File: src/rtl/lsu_pkg.sv
// Shared encodings for the load/store bus unit and its helpers.
// Latency: n/a (declarations only).
// Backpressure: n/a.
// Contents: op encodings, FSM state encoding, default address width.
package lsu_pkg;

  localparam int LSU_ADR_W = 16;

  // sched_op: bit 1 selects store, bit 0 selects word (two-beat) access.
  typedef enum logic [1:0] {
    OP_LDB = 2'b00,
    OP_LDW = 2'b01,
    OP_STB = 2'b10,
    OP_STW = 2'b11
  } op_t;

  typedef enum logic [1:0] {
    ST_IDLE = 2'b00,
    ST_LO   = 2'b01,
    ST_HI   = 2'b10,
    ST_DONE = 2'b11
  } state_t;

endpackage

File: src/rtl/lsu_adr_inc.sv
// High-byte address generator: adr+1, or page-local increment when wrap is honoured.
// Latency: combinational.
// Backpressure: none.
// Ports: adr (base address), wrap (page-wrap request), adr_hi (address of the next byte).
module lsu_adr_inc #(
  parameter int ADR_W   = 16,
  parameter bit WRAP_EN = 1'b1
) (
  input  logic [ADR_W-1:0] adr,
  input  logic             wrap,
  output logic [ADR_W-1:0] adr_hi
);

  always_comb begin
    if (WRAP_EN && wrap) begin
      // Only the in-page byte increments; the page number is preserved.
      adr_hi = {adr[ADR_W-1:8], adr[7:0] + 8'd1};
    end else begin
      adr_hi = adr + {{(ADR_W-1){1'b0}}, 1'b1};
    end
  end

endmodule

File: src/rtl/lsu_bus_unit.sv
// Load/store unit driving an 8-bit memory bus; byte ops take one beat, word ops two (low byte first).
// Latency: request at N -> mem_req at N+1, res_valid at N+2 (byte) / N+3 (word) with mem_rdy high.
// Backpressure: mem_rdy low stalls the current beat with all bus outputs held; sched_busy blocks new requests.
// Ports: clk/rst; scheduler side lsu_adr, sched_req/op/wrap/data, sched_busy, res_valid, res_data;
//        bus side mem_adr, mem_dout, mem_we, mem_req, mem_din, mem_rdy.
module lsu_bus_unit
  import lsu_pkg::*;
#(
  parameter int ADR_W   = LSU_ADR_W,
  parameter bit WRAP_EN = 1'b1
) (
  input  logic             clk,
  input  logic             rst,
  input  logic [ADR_W-1:0] lsu_adr,
  input  logic             sched_req,
  input  logic [1:0]       sched_op,
  input  logic             sched_wrap,
  input  logic [15:0]      sched_data,
  output logic             sched_busy,
  output logic             res_valid,
  output logic [15:0]      res_data,
  output logic [ADR_W-1:0] mem_adr,
  output logic [7:0]       mem_dout,
  output logic             mem_we,
  output logic             mem_req,
  input  logic [7:0]       mem_din,
  input  logic             mem_rdy
);

  state_t state, state_nxt;

  logic             is_st_q;
  logic             is_wd_q;
  logic [15:0]      data_q;
  logic [ADR_W-1:0] adr_lo_q;
  logic [ADR_W-1:0] adr_hi_q;
  logic [7:0]       lo_byte_q;
  logic [ADR_W-1:0] adr_hi_calc;
  logic             accept;

  lsu_adr_inc #(
    .ADR_W   (ADR_W),
    .WRAP_EN (WRAP_EN)
  ) u_adr_inc (
    .adr    (lsu_adr),
    .wrap   (sched_wrap),
    .adr_hi (adr_hi_calc)
  );

  // New work is taken only when no beat is outstanding; DONE also accepts so
  // back-to-back byte ops sustain one every two cycles.
  assign accept = sched_req && ((state == ST_IDLE) || (state == ST_DONE));

  always_ff @(posedge clk) begin
    if (rst) begin
      state <= ST_IDLE;
    end else begin
      state <= state_nxt;
    end
  end

  always_comb begin
    state_nxt  = state;
    sched_busy = 1'b0;
    res_valid  = 1'b0;
    mem_req    = 1'b0;
    mem_we     = 1'b0;
    mem_adr    = '0;
    mem_dout   = 8'h00;
    case (state)
      ST_IDLE: begin
        if (accept) state_nxt = ST_LO;
      end
      ST_LO: begin
        sched_busy = 1'b1;
        mem_req    = 1'b1;
        mem_we     = is_st_q;
        mem_adr    = adr_lo_q;
        mem_dout   = data_q[7:0];
        if (mem_rdy) state_nxt = is_wd_q ? ST_HI : ST_DONE;
      end
      ST_HI: begin
        sched_busy = 1'b1;
        mem_req    = 1'b1;
        mem_we     = is_st_q;
        mem_adr    = adr_hi_q;
        mem_dout   = data_q[15:8];
        if (mem_rdy) state_nxt = ST_DONE;
      end
      ST_DONE: begin
        res_valid = 1'b1;
        state_nxt = accept ? ST_LO : ST_IDLE;
      end
      default: state_nxt = ST_IDLE;
    endcase
  end

  // Request latch and load-data capture. res_data changes only on the edge
  // that completes the final beat of a load, i.e. on entry to DONE.
  always_ff @(posedge clk) begin
    if (rst) begin
      is_st_q   <= 1'b0;
      is_wd_q   <= 1'b0;
      data_q    <= 16'h0000;
      adr_lo_q  <= '0;
      adr_hi_q  <= '0;
      lo_byte_q <= 8'h00;
      res_data  <= 16'h0000;
    end else begin
      if (accept) begin
        is_st_q  <= (sched_op == OP_STB) || (sched_op == OP_STW);
        is_wd_q  <= (sched_op == OP_LDW) || (sched_op == OP_STW);
        data_q   <= sched_data;
        adr_lo_q <= lsu_adr;
        adr_hi_q <= adr_hi_calc;
      end
      if ((state == ST_LO) && mem_rdy && !is_st_q) begin
        lo_byte_q <= mem_din;
        if (!is_wd_q) res_data <= {8'h00, mem_din};
      end
      if ((state == ST_HI) && mem_rdy && !is_st_q) begin
        res_data <= {mem_din, lo_byte_q};
      end
    end
  end

endmodule

File: config.mk
export PLATFORM = sky130hd
export DESIGN_NAME = lsu_bus_unit
export DESIGN_NICKNAME = d
export VERILOG_FILES = /design/src/rtl/lsu_pkg.sv /design/src/rtl/lsu_adr_inc.sv /design/src/rtl/lsu_bus_unit.sv
export SDC_FILE = /design/constraint.sdc
export NUM_CORES = 1
export LEC_CHECK = 0
export ABC_AREA = 1
export CAP_MARGIN = 20
export CORE_MARGIN = 2
export CORE_UTILIZATION = 35
export CTS_CLUSTER_SIZE = 30
export DETAILED_ROUTE_END_ITERATION = 10
export PLACE_DENSITY = 0.61
export SKIP_CTS_REPAIR_TIMING = 1
export SYNTH_ARGS = -nofsm -noshare
export SYNTH_HDL_FRONTEND = slang
export SYNTH_SLANG_ARGS = --single-unit
File: constraint.sdc
create_clock -name clk -period 2.1 [get_ports clk]
set_input_delay 0.42 -clock clk [delete_from_list [all_inputs] [get_ports clk]]
set_output_delay 0.42 -clock clk [all_outputs]
set_load 0.05 [all_outputs]
Drive-strength map:
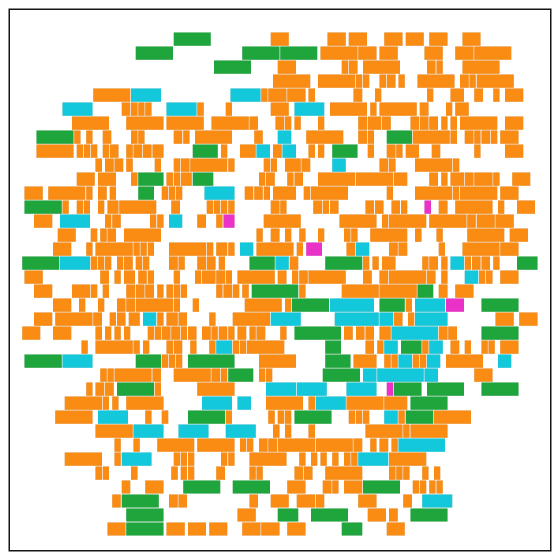
| colour | size | cells | share | most used |
|---|---|---|---|---|
| magenta | _2 cells | 5 | 0.81% | inv_2 |
| orange | _0 and _1 cells | 512 | 83% | nand2_1 |
| green | _6 and larger | 50 | 8.1% | buf_12 |
| cyan | _3 and _4 cells | 51 | 8.3% | a21oi_4 |

==> results.sh <==
# implementation run metrics
export IMPL_core_area_sq_um=9820
export IMPL_avgSynthCellArea_sq_um=6.89
export IMPL_power_share_sequential_pct=30.6
export IMPL_synthSimpleGateAreaFrac_pct=28.1
export IMPL_netlist_instances=518
export IMPL_crit_path_end_kind="primary output"
export IMPL_power_uw=6850
export IMPL_fin_cells=751
export IMPL_violations="negative setup slack"
export IMPL_p_int_uw=3790
export IMPL_top_logic_kind="simple AND/OR/NAND/NOR gates"
export IMPL_p_seq_uw=2100
export IMPL_chipWidth_um=105
export IMPL_root_buffer="clkbuf_8"
export IMPL_grt_overflow_total=0
export IMPL_drv_cap=0
export IMPL_wl_um=10600
export IMPL_clk_pin_slew_ns=0.08
export IMPL_io_buffers=90
export IMPL_grt_pass1_vias=3629
export IMPL_yosysWarnings=0
export IMPL_leakagePower_uw=0.00207
export IMPL_p_sw_uw=3070
export IMPL_cts_max_level=3
export IMPL_cp_cell_sequence="clkinvlp_4 -> ha_4 -> inv_6 -> clkbuf_16 -> a21oi_4 -> buf_12"
export IMPL_hold_start="lo_byte_q[4]$_SDFFE_PP0P_"
export IMPL_r2r_end="data_q[8]$_SDFFE_PP0P_"
export IMPL_dr_pass1_iters=4
export IMPL_seq_area_sq_um=1530
export IMPL_drcViolationCount=0
export IMPL_num_rows=36
export IMPL_worst_slack_ns=-0.0575
export IMPL_min_delay_worst_endpoint="lo_byte_q[4]$_SDFFE_PP0P_"
export IMPL_ys_flops=76
export IMPL_yosysChipArea_sq_um=3570
export IMPL_critPathKind="register to primary output"
export IMPL_dpl_cell_count=729
export IMPL_route_detailed_wl_per_inst_um=14.2
export IMPL_ant_nets=0
export IMPL_n_antenna_cell=0
export IMPL_grt_busiest_layer="met2"
export IMPL_p_comb_uw=3690
export IMPL_share_comb_of_total_power_pct=53.9
export IMPL_worstHoldPathType="register to register"
export IMPL_comb_area_sq_um=2010
export IMPL_clkPwrFrac_pct=15.5
export IMPL_worstSetupStartpointType="register"
export IMPL_yosysUniqueCellTypes=26
export IMPL_slowest_delay_ns=0.38
export IMPL_syn_area_sq_um=3570
export IMPL_vias=3738
export IMPL_cp_required_ns=1.68
export IMPL_rsz0062_at_grt="true"
export IMPL_fmax_mhz=463
export IMPL_worstPathMaxFanout=7
export IMPL_die_h_um=105
export IMPL_dpl_hpwl_um=7050
export IMPL_setup_viol=22
export IMPL_ys_seq_share_pct=42.7
export IMPL_antenna_found_initial=0
export IMPL_rr_worst_depth=8
export IMPL_rrSetupSlack_ns=0.17
export IMPL_drt_iter0_markers=166
export IMPL_grt_max_degree=56
export IMPL_met1_usage_pct=25.0
export IMPL_ys_sh_mux_pct=0
export IMPL_vias_per_cell=4.98
export IMPL_power_density_nw_per_um2=1250
export IMPL_fin_hold_ws_ns=0.456
export IMPL_hold_viol_final=0
export IMPL_xor_area_share_pct=0.491
export IMPL_vdd_ir_drop_max_v=0.000693
export IMPL_status="complete, but fails checks"
Clock wiring as the flow saved it:
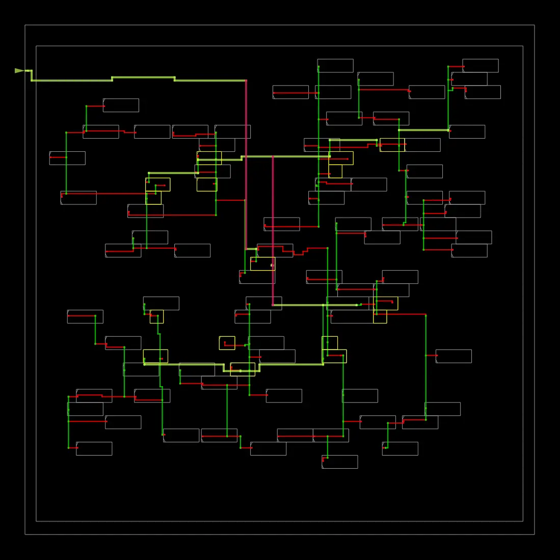
CTS sink count: 76
Inserted Clock Buffers: 9
Worst Clk Skew: 0.00872 ns
worst-skew pair later-pin latency: 0.36 ns

stage by stage:
stage                     setup WS, ns  area, sq um  setup TNS, ns  util (%)
after CTS                       -0.255         5290          -3.25      53.9
after floorplan                 -0.146         3800         -0.583         -
final                          -0.0575         5500         -0.873      56.0
after global routing            -0.129         5500          -2.72      56.0
after detailed placement      -0.00603         5100       -0.00603      52.0
after global placement          0.0474         5100              0      52.0
worst max path at each step:
| stage | end | slack [ns] | depth (start not counted) |
|---|---|---|---|
| 2_1_floorplan | mem_adr[12] | -0.15 | 4 |
| 3_3_place_gp | adr_hi_q[12]$_SDFFE_PP0P_ | 0.05 | 11 |
| 3_5_place_dp | adr_hi_q[14]$_SDFFE_PP0P_ | -0.006 | 11 |
| 4_1_cts | mem_adr[12] | -0.26 | 6 |
| 5_1_grt | mem_adr[10] | -0.13 | 6 |
| 6_report | mem_adr[10] | -0.06 | 6 |
cell usage after synthesis:
master,n,area share (%)
clkbuf_1,14,1.5
nand2_1,127,13
nor4_1,2,0.35
o21ai_1,1,0.14
nand4_1,5,0.88
nand3_1,28,3.9
dfxtp_1,76,43
buf_2,6,0.84
a21oi_1,60,8.4
buf_6,4,1.3
clkinv_1,1,0.11
nand3_4,1,0.49
nand3_2,1,0.28
buf_4,7,1.5
inv_2,3,0.32
nor2_1,78,8.2
xor2_1,1,0.25
xnor2_1,1,0.25
o21ai_0,49,6.9
o21ai_4,1,0.46
nor2_2,1,0.18
and3_1,1,0.18
nor3_1,2,0.28
ha_1,6,2.1
o211ai_1,8,1.7
inv_1,34,3.6
flip-flops by register name, summed over array words and instances (netlist names):
name and cells:
res_data 16, is_wd_q 1, lo_byte_q 8, adr_lo_q 16, is_st_q 1, data_q 16
adr_hi_q 16, state 2
layer usage:
metal  vias up  wire (um)
li1       1871          -
met2       103       5170
met5         -          0
met4         0        105
met3        11        572
met1      1753       4790
placed cells by master (no fill, tap or decap), types with 2 or more instances in the layout:
cell type,Yosys,layout
nand2_1,127,127
nor2_1,78,78
dfxtp_1,76,74
clkdlybuf4s50_1,0,62
o21ai_0,49,49
a21oi_1,60,37
inv_1,34,32
nand3_1,28,28
buf_12,0,28
a21oi_4,0,22
buf_4,7,16
clkbuf_8,0,9
o211ai_1,8,8
clkinvlp_4,0,5
nand4_1,5,5
buf_6,4,4
inv_6,0,3
ha_1,6,3
ha_4,0,3
clkbuf_16,0,3
inv_2,3,2
nor4_1,2,2
nor3_1,2,2
buf_8,0,2
dfxtp_4,0,2
kinds of logic after synthesis:
kind of cell | after synthesis
AND/OR/NAND/NOR | 246
XOR/XNOR | 2
buffers and inverters | 69
flip-flops | 76
AND-OR/OR-AND | 119
adder cells (fa/ha/maj) | 6
worst max-delay path, delay by kind of cell (launching register included):
family | cells | cell delay, ns
AND-OR/OR-AND | 1 | 0.15
adder cells (fa/ha/maj) | 1 | 0.32
flip-flops | 1 | 0.38
buffers and inverters | 4 | 0.53
layout make-up:
cell class                      count  share of cell area, %
Tap cell                          133                   3.03
Clock inverter                      7                   1.09
Inverter                           38                   2.82
Timing Repair Buffer              115                   26.4
Multi-Input combinational cell    373                   36.6
Sequential cell                    76                   27.8
Clock buffer                        9                   2.25
